## config.mk

```make
export PLATFORM = sky130hd
export DESIGN_NAME = kpn_adder_process_flat
export DESIGN_NICKNAME = d
export VERILOG_FILES = /design/src/rtl/kpn_adder_process_if.sv /design/src/rtl/kpn_adder_process.sv /design/src/flat_wrapper.sv
export SDC_FILE = /design/constraint.sdc
export NUM_CORES = 1
export LEC_CHECK = 0
export CAP_MARGIN = 30
export CORE_ASPECT_RATIO = 0.6
export CORE_MARGIN = 3
export CORE_UTILIZATION = 35
export DETAILED_ROUTE_END_ITERATION = 8
export PLACE_DENSITY_LB_ADDON = 0.25
export SLEW_MARGIN = 20
export SYNTH_ARGS = -nofsm -noshare
export SYNTH_HDL_FRONTEND = slang
export SYNTH_SLANG_ARGS = --single-unit
```

## constraint.sdc

```tcl
create_clock -name clk -period 5.25 [get_ports clk]
set_clock_uncertainty 0.05 [all_clocks]
set_input_delay 0.7875 -clock clk [delete_from_list [all_inputs] [get_ports clk]]
set_output_delay 0.7875 -clock clk [all_outputs]
set_load 0.1 [all_outputs]
```

## src/rtl/kpn_adder_process_if.sv

```systemverilog
// Token-queue bundle for the KPN adder: two input queues, one output queue, status.
// master = process node side, slave = queue/environment side.
interface kpn_adder_process_if #(
   parameter int BITS_NUMBER = 16,
   parameter int COUNT_W     = 8
);
   logic [BITS_NUMBER-1:0] a_data;
   logic                   a_empty;
   logic                   a_rd;
   logic [BITS_NUMBER-1:0] b_data;
   logic                   b_empty;
   logic                   b_rd;
   logic [BITS_NUMBER-1:0] out_data;
   logic                   out_full;
   logic                   out_wr;
   logic                   overflow;
   logic [COUNT_W-1:0]     token_count;
   logic                   busy;

   modport master (
      input  a_data, a_empty, b_data, b_empty, out_full,
      output a_rd, b_rd, out_data, out_wr, overflow, token_count, busy
   );

   modport slave (
      output a_data, a_empty, b_data, b_empty, out_full,
      input  a_rd, b_rd, out_data, out_wr, overflow, token_count, busy
   );
endinterface

```

## src/rtl/kpn_adder_process.sv

```systemverilog
// KPN adder process: blocking read of A, then B, blocking write of A+B downstream.
// Queue data arrives the cycle after the read strobe, hence the CAP_x states.
module kpn_adder_process #(
   parameter int BITS_NUMBER = 16,
   parameter int SATURATE    = 0,
   parameter int COUNT_W     = 8
) (
   input  logic                 clk,
   input  logic                 reset_n,
   kpn_adder_process_if.master  bus
);

   typedef enum logic [2:0] {
      IDLE,
      RD_A,
      CAP_A,
      RD_B,
      CAP_B,
      WR
   } state_t;

   state_t                 state_q, state_d;
   logic [BITS_NUMBER-1:0] reg_a_q, reg_a_d;
   logic [BITS_NUMBER-1:0] out_data_q, out_data_d;
   logic                   overflow_q, overflow_d;
   logic [COUNT_W-1:0]     count_q, count_d;

   logic [BITS_NUMBER:0]   full;
   logic [BITS_NUMBER-1:0] sum;

   always_comb begin
      full = {1'b0, reg_a_q} + {1'b0, bus.b_data};
      sum  = ((SATURATE != 0) && full[BITS_NUMBER]) ? '1 : full[BITS_NUMBER-1:0];

      state_d    = state_q;
      reg_a_d    = reg_a_q;
      out_data_d = out_data_q;
      overflow_d = overflow_q;
      count_d    = count_q;

      case (state_q)
         IDLE:  state_d = RD_A;
         RD_A:  if (!bus.a_empty) state_d = CAP_A;
         CAP_A: begin
            reg_a_d = bus.a_data;
            state_d = RD_B;
         end
         RD_B:  if (!bus.b_empty) state_d = CAP_B;
         CAP_B: begin
            out_data_d = sum;
            if (full[BITS_NUMBER]) overflow_d = 1'b1;
            state_d = WR;
         end
         WR: begin
            if (!bus.out_full) begin
               count_d = count_q + COUNT_W'(1);
               state_d = RD_A;
            end
         end
         default: state_d = IDLE;
      endcase
   end

   always_ff @(posedge clk or negedge reset_n) begin
      if (!reset_n) begin
         state_q    <= IDLE;
         reg_a_q    <= '0;
         out_data_q <= '0;
         overflow_q <= 1'b0;
         count_q    <= '0;
      end else begin
         state_q    <= state_d;
         reg_a_q    <= reg_a_d;
         out_data_q <= out_data_d;
         overflow_q <= overflow_d;
         count_q    <= count_d;
      end
   end

   // Strobes decode straight from state so a queue turning non-empty is served that cycle.
   assign bus.a_rd        = (state_q == RD_A) && !bus.a_empty;
   assign bus.b_rd        = (state_q == RD_B) && !bus.b_empty;
   assign bus.out_wr      = (state_q == WR)   && !bus.out_full;
   assign bus.out_data    = out_data_q;
   assign bus.overflow    = overflow_q;
   assign bus.token_count = count_q;
   assign bus.busy        = (state_q != IDLE);

endmodule

```

## src/flat_wrapper.sv

```systemverilog
// flat-port wrapper written by rule: the top's interface ports become plain ports
module kpn_adder_process_flat 
#(
   parameter int BITS_NUMBER = 16,
   parameter int SATURATE    = 0,
   parameter int COUNT_W     = 8
)
  (clk, reset_n, bus_a_data, bus_a_empty, bus_b_data, bus_b_empty, bus_out_full, bus_a_rd, bus_b_rd, bus_out_data, bus_out_wr, bus_overflow, bus_token_count, bus_busy);
  kpn_adder_process_if #(.BITS_NUMBER(BITS_NUMBER), .COUNT_W(COUNT_W)) bus_i ();
  input  logic clk;
  input  logic reset_n;
  input wire logic [$bits(bus_i.a_data)-1:0] bus_a_data;
  input wire logic [$bits(bus_i.a_empty)-1:0] bus_a_empty;
  input wire logic [$bits(bus_i.b_data)-1:0] bus_b_data;
  input wire logic [$bits(bus_i.b_empty)-1:0] bus_b_empty;
  input wire logic [$bits(bus_i.out_full)-1:0] bus_out_full;
  output wire logic [$bits(bus_i.a_rd)-1:0] bus_a_rd;
  output wire logic [$bits(bus_i.b_rd)-1:0] bus_b_rd;
  output wire logic [$bits(bus_i.out_data)-1:0] bus_out_data;
  output wire logic [$bits(bus_i.out_wr)-1:0] bus_out_wr;
  output wire logic [$bits(bus_i.overflow)-1:0] bus_overflow;
  output wire logic [$bits(bus_i.token_count)-1:0] bus_token_count;
  output wire logic [$bits(bus_i.busy)-1:0] bus_busy;
  assign bus_i.a_data = bus_a_data;
  assign bus_i.a_empty = bus_a_empty;
  assign bus_i.b_data = bus_b_data;
  assign bus_i.b_empty = bus_b_empty;
  assign bus_i.out_full = bus_out_full;
  assign bus_a_rd = bus_i.a_rd;
  assign bus_b_rd = bus_i.b_rd;
  assign bus_out_data = bus_i.out_data;
  assign bus_out_wr = bus_i.out_wr;
  assign bus_overflow = bus_i.overflow;
  assign bus_token_count = bus_i.token_count;
  assign bus_busy = bus_i.busy;
  kpn_adder_process #(.BITS_NUMBER(BITS_NUMBER), .SATURATE(SATURATE), .COUNT_W(COUNT_W)) u_core (.clk(clk), .reset_n(reset_n), .bus(bus_i));
endmodule
```

### Signal wires on met1

The bar under the picture is 20 um long. Supply wires on this layer in gray.
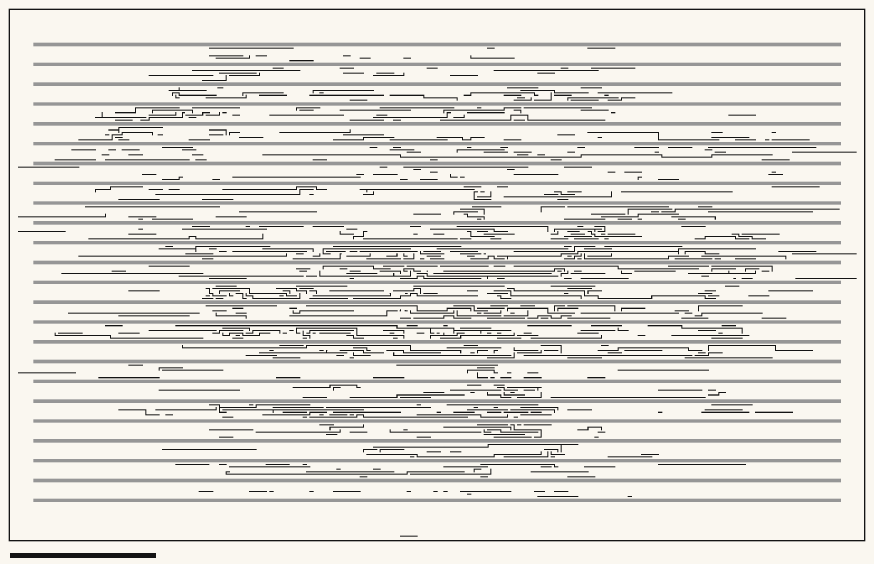
nets with wire on the layer: 330
longest straight run: 30.4 um
wire length on this layer: 3440 um
main direction: horizontal
DR vias: 2188
grt met1 use: 24.79%
final WL: 6342 um

==> impl_metrics.ini <==
; flow metrics
[worst_hold_path]
hp-class = in -> async

[final_timing]
setup-violations-final = 0
period_used_pct = 71.53
period_needed_ns = 3.756
worst_slack_ns = 1.495
tns_ns = 0
drv_slew = 0
hold_violations = 0
slew_headroom_pct = 33.61
fmax_mhz = 266.3
tightest_slew_ns = 0.9928

[final_layout]
antennaDiodeCount = 0
final_layout_size_suffix_gt1_share_pct = 7.477
design_area_um2 = 3498
syn2layout_area_growth_pct = 34.62

[cts]
clk_latency_ns = 0.28
cts_max_level = 2
cts_sinks = 44
cts_tree = built
postCtsSetupRepairBufs = 0
root_buffer = clkbuf_16
clk_path_buf_depth = 2

[grt]
grt_pass1_vias = 2049
use_met3_pct = 3.563
antenna_found_initial = 0
grt.busiest_layer = met1
grt_max_degree = 35

[yosys]
synth_cells = 254
enable_flop_cells = 0
netlist_area_um2 = 2599
ys_ff = 44
syn_avg_cell_area_um2 = 10.23
ys_types = 54
top_cells_by_area = dfrtp_1 42%, ha_1 8.2%, mux2_1 4.8%
synthesis.nets = 309
common_cells = 44 x dfrtp_1, 29 x nand2_1, 17 x ha_1, 15 x a21oi_1
top_area_share_pct = 42.37
yosysTopAreaCell = dfrtp_1
async_flop_share_pct = 100.0
yosys-stat-area_um2 = 2599
yosys_warnings = 0

[critical_path]
required_ns = 4.41
arrival_ns = 2.92
reg2reg_depth = 7
cp_max_fo = 7
end_kind = output pin
critPathLaunchType = input port

[routing]
drt_iter0_markers = 104
first_pass_iters = 4
final_antenna_net_count = 0

[place]
io_buffers = 65
place_ws_ns = 1.489
dpl-instance-area_um2 = 3364
globalplace.congestion = 0.8009

[run]
drv_cap = 0

[floorplan]
rows = 23
die_w_um = 117.2

[status]
status = complete, no violations
### The metal 2 layer

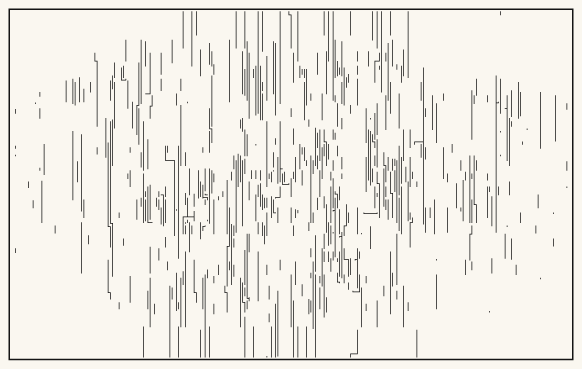
nets with wire on the layer: 304
longest straight run: 32.6 um
wire length on this layer: 2510 um
main direction: vertical
GR Util met2: 20.24%

==> worst paths after layout <==
kind | startpoint | end
worst max-delay path | bus_out_full | bus_out_wr
worst min register to register | u_core.bus.out_data[0]$_DFFE_PN0N_ | u_core.bus.out_data[0]$_DFFE_PN0N_
min in group clk | u_core.bus.out_data[0]$_DFFE_PN0N_ | u_core.bus.out_data[0]$_DFFE_PN0N_
worst max register to register | u_core.reg_a_q[0]$_DFFE_PN0P_ | u_core.bus.overflow$_DFFE_PN0P_
max in group asynchronous | reset_n | u_core.bus.token_count[1]$_DFFE_PN0P_
worst min-delay path | reset_n | u_core.bus.out_data[4]$_DFFE_PN0N_
==> registers in the layout, indices dropped and copies added, names as in the netlist <==
signal and count:
u_core.bus.out_data 16, u_core.reg_a_q 16, u_core.bus.token_count 8, u_core.state_q 3, u_core.bus.overflow 1
==> stage by stage <==
step | cells | util (%) | hold slack [ns]
final | 421 | 50.44 | 0.3992
after global routing | 421 | 50.44 | 0.4308
after CTS | 421 | 50.44 | 0.4108
after detailed placement | 414 | 48.51 | 0.4152
after global placement | 413 | 48.22 | 0.4098
after floorplan | 254 | - | 0.4123
==> critical path: stages <==
cell and delay [ns]:
clkdlybuf4s50_1 0.39, nand2b_1 0.19, nor3b_4 0.34, clkdlybuf4s50_1 1.20
==> metal layers <==
layer,wire length (um),vias to the layer above
met5,0,-
met4,68,0
met3,326,7
met2,2511,52
met1,3436,1042
li1,-,1087
==> placed cells by master, fill, tap and decap left out, types with 5 or more instances in the layout <==
cell type and instances:
clkdlybuf4s50_1 64, dfrtp_1 44, nand2_1 29, ha_1 17
a21oi_1 15, mux2_1 11, nor2_1 11, nand3_1 8
o21ai_0 8, xnor2_1 7, xor2_1 6, nand4_1 6
mux2_2 6, a211oi_1 5, o21ai_1 5, clkbuf_16 5
==> cell type report <==
| type | count | area (um2) | share of cell area, % |
|---|---|---|---|
| Multi-Input combinational cell | 196 | 1431 | 40.92 |
| Sequential cell | 44 | 1101 | 31.47 |
| Timing Repair Buffer | 69 | 688.2 | 19.67 |
| Clock buffer | 6 | 128.9 | 3.684 |
| Tap cell | 100 | 125.1 | 3.577 |
| Inverter | 5 | 18.77 | 0.5365 |
| Clock inverter | 1 | 5.005 | 0.1431 |
==> cell families after synthesis <==
| family | share of synthesized area, % |
|---|---|
| compound gates | 17.38 |
| xor+xnor | 4.381 |
| fa+ha+maj | 8.955 |
| buf+inv | 2.551 |
| flops | 42.37 |
| mux | 8.137 |
| simple gates | 16.23 |
